[config.mk]
export PLATFORM = sky130hd
export DESIGN_NAME = multicycle_control
export DESIGN_NICKNAME = d
export VERILOG_FILES = /design/src/rtl/multicycle_control.sv
export SDC_FILE = /design/constraint.sdc
export NUM_CORES = 1
export LEC_CHECK = 0
export CORE_UTILIZATION = 49
export DETAILED_ROUTE_END_ITERATION = 6
export PLACE_DENSITY = 0.83
export SYNTH_ARGS = -nofsm -noshare
export SYNTH_HDL_FRONTEND = slang
export SYNTH_SLANG_ARGS = --single-unit
[constraint.sdc]
create_clock -name clk -period 4.5 [get_ports clk]
set_clock_uncertainty 0.2 [all_clocks]
set_input_delay 0.45 -clock clk [delete_from_list [all_inputs] [get_ports clk]]
set_output_delay 0.45 -clock clk [all_outputs]
set_load 0.05 [all_outputs]
[src/rtl/multicycle_control.sv]
// Multicycle CPU control unit: sequences fetch/decode/execute/memory/writeback
// on the falling clock edge and drives the datapath strobes for each state.
module multicycle_control (
    input  logic       clk,
    input  logic       reset,
    input  logic       run,
    input  logic [3:0] op,
    input  logic       zero,
    input  logic       mem_ready,
    output logic       mem_req,
    output logic       i_or_d,
    output logic       mem_write,
    output logic       ir_write,
    output logic       pc_write,
    output logic       pc_src,
    output logic       target_write,
    output logic       reg_dst,
    output logic       reg_write,
    output logic       mem_to_reg,
    output logic       alu_src_a,
    output logic [1:0] alu_src_b,
    output logic [2:0] alu_ctrl,
    output logic [3:0] state,
    output logic       halted,
    output logic       illegal,
    output logic [15:0] retired
);

    typedef enum logic [3:0] {
        S_IDLE     = 4'd0,
        S_FETCH    = 4'd1,
        S_DECODE   = 4'd2,
        S_EXEC_R   = 4'd3,
        S_EXEC_I   = 4'd4,
        S_MEM_ADDR = 4'd5,
        S_MEM_RD   = 4'd6,
        S_MEM_WR   = 4'd7,
        S_WB_ALU   = 4'd8,
        S_WB_MEM   = 4'd9,
        S_BRANCH   = 4'd10,
        S_HALT     = 4'd11
    } state_t;

    state_t      state_q, state_d;
    logic        illegal_q, illegal_d;
    logic [15:0] retired_q;
    logic        retire;

    // Next-state, illegal detection and retirement
    always_comb begin
        state_d   = state_q;
        illegal_d = 1'b0;
        retire    = 1'b0;
        case (state_q)
            S_IDLE:   if (run) state_d = S_FETCH;
            S_FETCH:  if (mem_ready) state_d = S_DECODE;
            S_DECODE: begin
                case (op)
                    4'b0000, 4'b0001, 4'b0010, 4'b0011, 4'b0111: state_d = S_EXEC_R;
                    4'b0100:          state_d = S_EXEC_I;
                    4'b0101, 4'b0110: state_d = S_MEM_ADDR;
                    4'b1000, 4'b1001: state_d = S_BRANCH;
                    default: begin
                        state_d   = S_HALT;
                        illegal_d = 1'b1;
                    end
                endcase
            end
            S_EXEC_R, S_EXEC_I: state_d = S_WB_ALU;
            S_MEM_ADDR: begin
                if (op == 4'b0101) begin
                    state_d = S_MEM_RD;
                end else if (op == 4'b0110) begin
                    state_d = S_MEM_WR;
                end else begin
                    // op changed under a memory instruction; treat as illegal
                    state_d   = S_HALT;
                    illegal_d = 1'b1;
                end
            end
            S_MEM_RD: if (mem_ready) state_d = S_WB_MEM;
            S_MEM_WR: begin
                if (mem_ready) begin
                    state_d = S_FETCH;
                    retire  = 1'b1;
                end
            end
            S_WB_ALU, S_WB_MEM, S_BRANCH: begin
                state_d = S_FETCH;
                retire  = 1'b1;
            end
            S_HALT: state_d = S_HALT;
            default: begin
                state_d   = S_HALT;
                illegal_d = 1'b1;
            end
        endcase
    end

    always_ff @(negedge clk) begin
        if (reset) begin
            state_q   <= S_IDLE;
            illegal_q <= 1'b0;
            retired_q <= 16'd0;
        end else begin
            state_q <= state_d;
            if (illegal_d) illegal_q <= 1'b1;
            if (retire)    retired_q <= retired_q + 16'd1;
        end
    end

    // Strobes are decoded from the current state; only the FETCH and BRANCH
    // write enables look at mem_ready/zero.
    always_comb begin
        mem_req      = 1'b0;
        i_or_d       = 1'b0;
        mem_write    = 1'b0;
        ir_write     = 1'b0;
        pc_write     = 1'b0;
        pc_src       = 1'b0;
        target_write = 1'b0;
        reg_dst      = 1'b0;
        reg_write    = 1'b0;
        mem_to_reg   = 1'b0;
        alu_src_a    = 1'b0;
        alu_src_b    = 2'b00;
        alu_ctrl     = 3'b000;
        case (state_q)
            S_FETCH: begin
                mem_req   = 1'b1;
                alu_src_b = 2'b01;
                alu_ctrl  = 3'b010;
                ir_write  = mem_ready;
                pc_write  = mem_ready;
            end
            S_DECODE: begin
                alu_src_b    = 2'b11;
                alu_ctrl     = 3'b010;
                target_write = 1'b1;
            end
            S_EXEC_R: begin
                alu_src_a = 1'b1;
                case (op)
                    4'b0001: alu_ctrl = 3'b110;
                    4'b0010: alu_ctrl = 3'b000;
                    4'b0011: alu_ctrl = 3'b001;
                    4'b0111: alu_ctrl = 3'b111;
                    default: alu_ctrl = 3'b010;
                endcase
            end
            S_EXEC_I, S_MEM_ADDR: begin
                alu_src_a = 1'b1;
                alu_src_b = 2'b10;
                alu_ctrl  = 3'b010;
            end
            S_MEM_RD: begin
                mem_req = 1'b1;
                i_or_d  = 1'b1;
            end
            S_MEM_WR: begin
                mem_req   = 1'b1;
                i_or_d    = 1'b1;
                mem_write = 1'b1;
            end
            S_WB_ALU: begin
                reg_write = 1'b1;
                reg_dst   = (op != 4'b0100);
            end
            S_WB_MEM: begin
                reg_write  = 1'b1;
                mem_to_reg = 1'b1;
            end
            S_BRANCH: begin
                alu_src_a = 1'b1;
                alu_ctrl  = 3'b110;
                pc_src    = 1'b1;
                pc_write  = ((op == 4'b1000) && zero) || ((op == 4'b1001) && !zero);
            end
            default: ;
        endcase
    end

    assign state   = state_q;
    assign halted  = (state_q == S_HALT);
    assign illegal = illegal_q;
    assign retired = retired_q;

endmodule

Run 1, wiring by layer:
Scale: 10 px per µm. Only two layers are drawn.
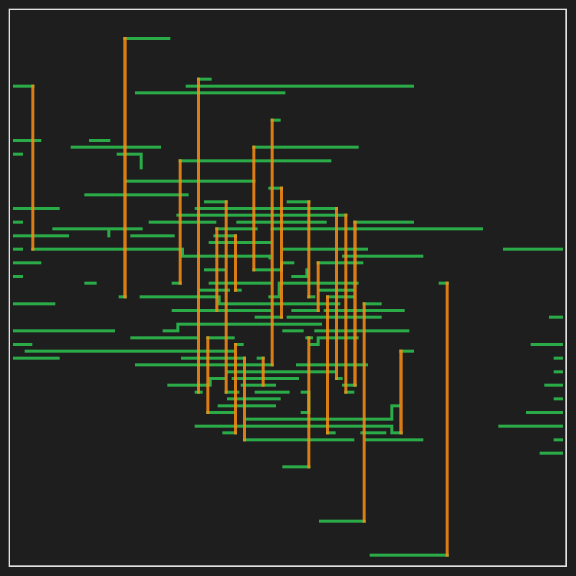
legend:
  orange:
    layer: metal 4
    wire_length: 344 µm
  green:
    layer: metal 3
    wire_length: 622 µm

Run 1, clock wiring as the flow saved it:
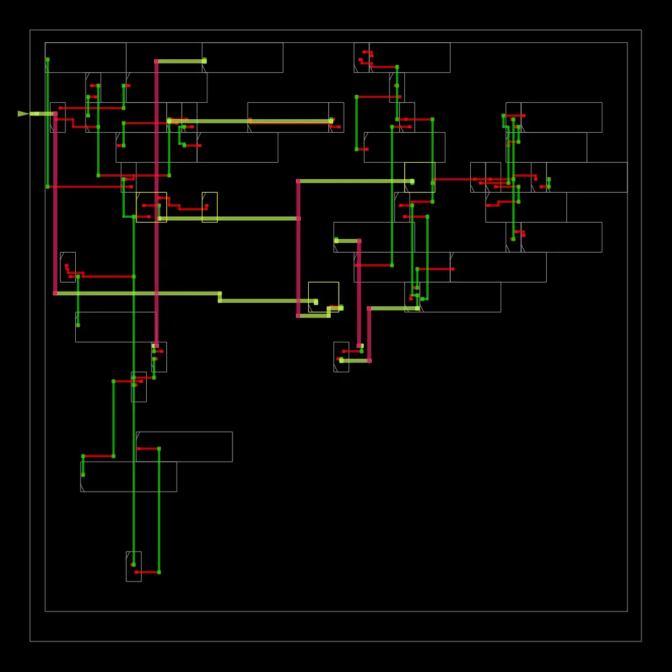
Clk. pwr: 0.180 mW
flop count: 21
cts bufs inserted: 3
CLK BUF: 3
clk latency late pin: 400 ps

Run 1, metal 2:
Scale: 6 px per µm. Cells faint in the background.
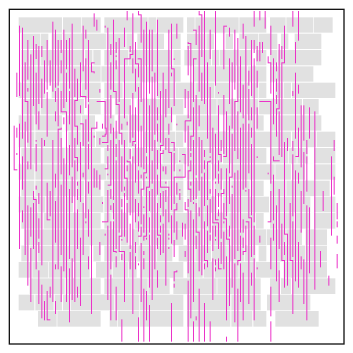
share of all routed wire: 48%
main direction: vertical
wire length on this layer: 2,910 µm
nets with wire on the layer: 257

==> results.sh, run 1 <==
# yosys + openroad results
export IMPL_cp_top_family="simple AND/OR/NAND/NOR gates"
export IMPL_ff_type="dfxtp_1"
export IMPL_post_synth_cell_area_avg_um2=7.678
export IMPL_seq_power_share_pct=18.7
export IMPL_clkSinkCount=21
export IMPL_hold_slack_ps=333.2
export IMPL_die_w_um=55.55
export IMPL_path_clk_slew_ps=50
export IMPL_end_kind="output pin"
export IMPL_dp_cells=261
export IMPL_diodes=0
export IMPL_syn_area_mm2=0.001405
export IMPL_power_total_mw=1.244
export IMPL_rows=19
export IMPL_crit_slowest_cell="dfxtp_4"
export IMPL_maxCapViolCount=0
export IMPL_yosys_area_top_type_share_pct=29.92
export IMPL_post_layout_nonfiller_instances=299
export IMPL_peakVddDrop_mv=0.7139
export IMPL_setup_viol=2
export IMPL_drive_gt1_share_pct=30.97
export IMPL_rsz0062_at_grt="yes"
export IMPL_drc=0
export IMPL_drt_wl_total_um=6041
export IMPL_area_leaders="dfxtp_1 (30%), xor2_1 (9.3%), nor2_1 (8.3%)"
export IMPL_violations="setup timing"
export IMPL_fin_ws_ps=-53.11
export IMPL_final_cell_mix="buf_4 (29), nor2_1 (26), inv_1 (26), buf_12 (18), dfxtp_1 (17)"
export IMPL_yosys_area_share_aoi_pct=17.45
export IMPL_cp_required_ps=3850
export IMPL_grt_use_total_pct=31.70
export IMPL_mostFrequentLayoutCell="buf_4"
export IMPL_fp_utilization_pct=51.40
export IMPL_largest_area_cell="dfxtp_1"
export IMPL_die_y_um=55.55
export IMPL_core_mm2=0.002734
export IMPL_hpwl_um=3113
export IMPL_ys_cells=183
export IMPL_grt_start_max_net_pins=17
export IMPL_top_logic_kind="simple AND/OR/NAND/NOR gates"
export IMPL_status="finished with violations"
## run 1: final cells by class
class | count | area (µm²)
fill | 92 | 203.9
inverter | 5 | 22.52
tap | 31 | 38.79
clock buffer | 3 | 22.52
sequential | 21 | 435.4
timing repair buffer | 73 | 859.6
multi-input combinational | 144 | 1069
clock inverter | 22 | 82.58
## run 1: flip-flops by register name, indices dropped and copies added, names as in the netlist
| signal | count |
|---|---|
| illegal | 1 |
| state | 4 |
| retired | 16 |
## run 1: path summary, 6_finish.rpt
kind                                 start           to  slack, ps  cells past startpoint
worst max-delay path              state[3]     pc_write        -50                      5
worst min-delay path            retired[9]   retired[9]        330                      2
worst max register to register    state[3]  retired[15]       2320                      6
worst min register to register  retired[9]   retired[9]        330                      2
## run 1: layer usage
layer / GRT usage (%) / wire [µm]
met2: 53.01 / 2905
met5: 0 / 0
met3: 9.133 / 622
met4: 15.36 / 344
met1: 37.02 / 2169
## run 1: through the flow
step                      cell area, µm²  utilization [%]
after floorplan                     1534                -
final                               2530            92.54
after global placement              2242            82.01
after global routing                2530            92.54
after CTS                           2375            86.87
after detailed placement            2242            82.01
## run 1: synth_stat cells (all sizes together), types with 3 or more instances
| cell type | n |
|---|---|
| a21oi | 8 |
| nand2b | 8 |
| a32oi | 3 |
| xor2 | 15 |
| nand2 | 12 |
| nand3 | 6 |
| o21ai | 8 |
| and2 | 5 |
| clkbuf | 10 |
| inv | 6 |
| nor3 | 7 |
| o2111ai | 3 |
| dfxtp | 21 |
| and3 | 6 |
| nor2 | 31 |
| o211ai | 3 |
| xnor2 | 3 |
## run 1: tightest hold or removal path, delay by kind of cell, from the launching register on
kind	cells	cell delay, ps
XOR/XNOR	1	70
AND/OR/NAND/NOR	1	70
flip-flops	1	350
## run 1: power by group through the flow
stage / clock network (mW) / logic [mW] / registers (mW)
floorplan: 0.0299 / 0.389 / 0.268
global placement: 0.0299 / 0.662 / 0.257
global route: 0.204 / 0.852 / 0.234
detailed placement: 0.0299 / 0.672 / 0.258
CTS: 0.168 / 0.722 / 0.237
finish: 0.180 / 0.831 / 0.232
## run 1: cells by family after synthesis
kind of cell               after synthesis
AOI/OAI and AO/OA                       35
and+or+nand+nor                         87
muxes                                    3
DFF                                     21
adders and majority gates                1
xor gates and xnor gates                18
buffers and inverters                   18
## run 1: what timing repair did
| item | CTS | global route |
|---|---|---|
| resized | 10 | 24 |
| buffers inserted | 3 | 11 |
| hold buffers | 0 | 0 |
| endpoints found under the setup margin | 13 | 19 |
| pin swaps | 1 | 3 |
==> run 1 -> run 2 <==
--- a/config.mk
+++ b/config.mk
@@ -5,6 +5,7 @@
 export SDC_FILE = /design/constraint.sdc
 export NUM_CORES = 1
 export LEC_CHECK = 0
+export CORE_ASPECT_RATIO = 0.5
 export CORE_UTILIZATION = 49
 export DETAILED_ROUTE_END_ITERATION = 6
 export PLACE_DENSITY = 0.83
Run 2, zoomed window:
Region (48, 20) to (68, 40) µm. Cells in grey, sequential cells in the stronger grey; small squares are vias.
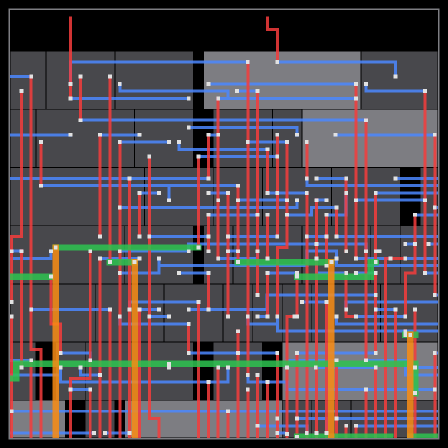
legend:
  green:
    layer: metal 3
  red:
    layer: metal 2
  blue:
    layer: metal 1
  orange:
    layer: metal 4
cells with their middle in the window: 40
most frequent: xor2_1 (7), nand2_1 (4), dfxtp_1 (4)
netlist names of flops here include: `retired` (4)
sequential cells in the window: 4

Run 2, clock wiring as the flow saved it:
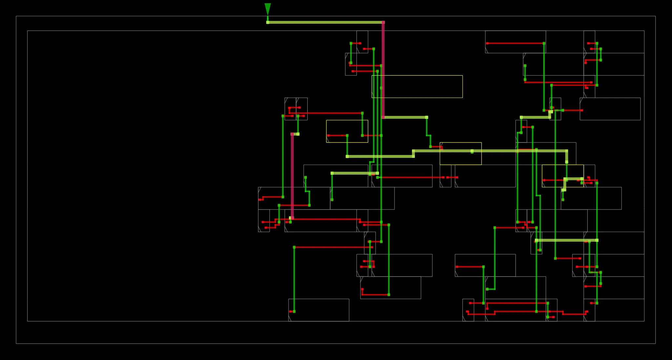
CTS sink cnt: 21
clk latency late pin: 350 ps
Clk. pwr: 0.276 mW

Run 2, I/O nets highlighted:
Scale: 6 px per µm.
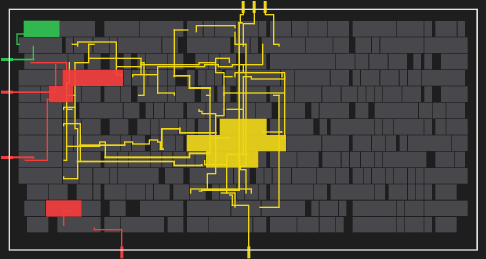
legend:
  yellow:
    port: `state`
    bits: 4
    direction: output
    end_cells: 4
    buffers: 6
    wire: 507 µm
  red:
    port: `alu_ctrl`
    bits: 3
    direction: output
    end_cells: 3
    buffers: 3
    wire: 50.4 µm
  green:
    port: `halted`
    bits: 1
    direction: output
    end_cells: 1
    buffers: 1
    wire: 9.70 µm

==> run 2 against run 1 <==
The flow still finishes with violations (setup timing). Cell count down 1.0%. Synthesized area unchanged. Routed wire length down 12%. Sequential share of layout area about the same. Largest power group unchanged.
==> results.sh, run 2 <==
# yosys + openroad results
export IMPL_path_clk_slew_ps=60
export IMPL_yosys_warnings=0
export IMPL_dp_cells=268
export IMPL_largest_reg_flops=16
export IMPL_grt_start_max_net_pins=22
export IMPL_fill_cells=75
export IMPL_status="finished with violations"
export IMPL_ys_cells=183
export IMPL_path_depth=5
export IMPL_syn_area_mm2=0.001405
export IMPL_holdCritStartpoint="retired[12]"
export IMPL_grt_use_total_pct=31.44
export IMPL_maxCapViolCount=0
export IMPL_ff_type="dfxtp_1"
export IMPL_final_cell_mix="nor2_1 (26), inv_1 (24), buf_4 (20), buf_12 (19), dfxtp_1 (17)"
export IMPL_violations="setup timing"
export IMPL_fp_utilization_pct=53.00
export IMPL_r2r_cells=6
export IMPL_mostFrequentLayoutCell="nor2_1"
export IMPL_diodes=0
export IMPL_power_total_mw=1.281
export IMPL_drive_gt1_share_pct=29.34
export IMPL_largest_area_cell="dfxtp_1"
export IMPL_peakVddDrop_mv=0.5287
export IMPL_rsz0062_at_grt="yes"
export IMPL_core_mm2=0.002651
export IMPL_setup_viol=1
export IMPL_die_w_um=77.73
export IMPL_r2r_start="state[0]"
export IMPL_fin_ws_ps=-44.08
export IMPL_post_synth_cell_area_avg_um2=7.678
export IMPL_yosys_area_top_type_share_pct=29.92
export IMPL_holdPathStages=2
export IMPL_drt_wl_total_um=5325
export IMPL_cts_inserted_buffers=3
export IMPL_top_cell="nor2_1"
export IMPL_hpwl_um=2919
export IMPL_hold_end="retired[12]"
export IMPL_yosys_top_cells_count="nor2_1 (31), dfxtp_1 (21), xor2_1 (15), nand2_1 (12), clkbuf_1 (10)"
export IMPL_cp_top_family="flip-flops"
export IMPL_area_leaders="dfxtp_1 (30%), xor2_1 (9.3%), nor2_1 (8.3%)"
export IMPL_crit_slowest_cell="dfxtp_2"
export IMPL_r2r_end="retired[15]"
export IMPL_rows=13
## run 2: cell counts after synthesis
No cell type changed its count.
## run 2: how the worst max path moves through the flow
stage / start / slack [ps] / to
4_1_cts: state[2] / 9 / alu_src_b[1]
3_3_place_gp: mem_ready / 60 / retired[15]
3_5_place_dp: mem_ready / -30 / retired[8]
2_1_floorplan: state[2] / -20 / mem_to_reg
6_report: state[2] / -40 / mem_req
5_1_grt: state[2] / -110 / mem_req
## run 2: area by class of cell
type	count	area (µm²)	share of cell area (%)
clock buffer	3	41.29	1.652
clock inverter	22	108.9	4.357
inverter	5	22.52	0.9014
multi-input combinational	144	1055	42.21
sequential	21	430.4	17.23
tap	37	46.29	1.853
timing repair buffer	64	794.5	31.80
## run 2: cell families (layout without fill, tap and decap cells)
group / Yosys count / in the layout / share of synthesized area, %
mux: 3 / 3 / 2.226
simple gates: 87 / 87 / 32.86
compound gates: 35 / 35 / 17.45
xor+xnor: 18 / 18 / 11.22
flops: 21 / 21 / 29.92
fa+ha+maj: 1 / 1 / 0.8903
buf+inv: 18 / 94 / 5.432
## run 2: worst register-to-register path: stages (launching register included)
cell and delay (ps):
dfxtp_4 380, buf_4 170, and2_1 190, nor3_4 350, o211ai_1 150, nor2_1 200
mux2_1 340
## run 2: metrics by stage
stage | hold WS [ps] | utilization [%] | cell area, µm² | worst slack, ps
floorplan | 521.1 | - | 1534 | -21.91
global placement | 283.6 | 85.13 | 2257 | 59.96
detailed placement | 304.3 | 85.13 | 2257 | -27.57
CTS | 326.5 | 91.32 | 2421 | 9.010
global route | 360.1 | 94.24 | 2499 | -106.0
finish | 338.2 | 94.24 | 2499 | -44.08
## run 2: what timing repair did
action                                  CTS  global route
setup buffers                             1             3
resized                                   7            14
pin swaps                                 1             1
hold buffers                              0             0
endpoints found under the setup margin    8            13
## run 2: report_power, final
group / internal [mW] / switching [mW] / leakage, nW / total [mW]
Clock: 0.144 / 0.132 / 0.148 / 0.276
Sequential: 0.205 / 0.0284 / 0.172 / 0.233
Combinational: 0.326 / 0.445 / 0.826 / 0.772
Total: 0.675 / 0.606 / 1.15 / 1.28
## run 2: per-layer routing
metal,vias up,wire (µm),global-route usage (%),part of all wire [%]
met4,0,216,11.32,4.1
met2,139,2555,60.18,48
met5,-,0,0,0
met3,37,522,9.302,9.8
met1,839,2030,34.65,38
li1,795,-,-,-
Power figures rest on the tool's default switching activity, not on a simulated workload.
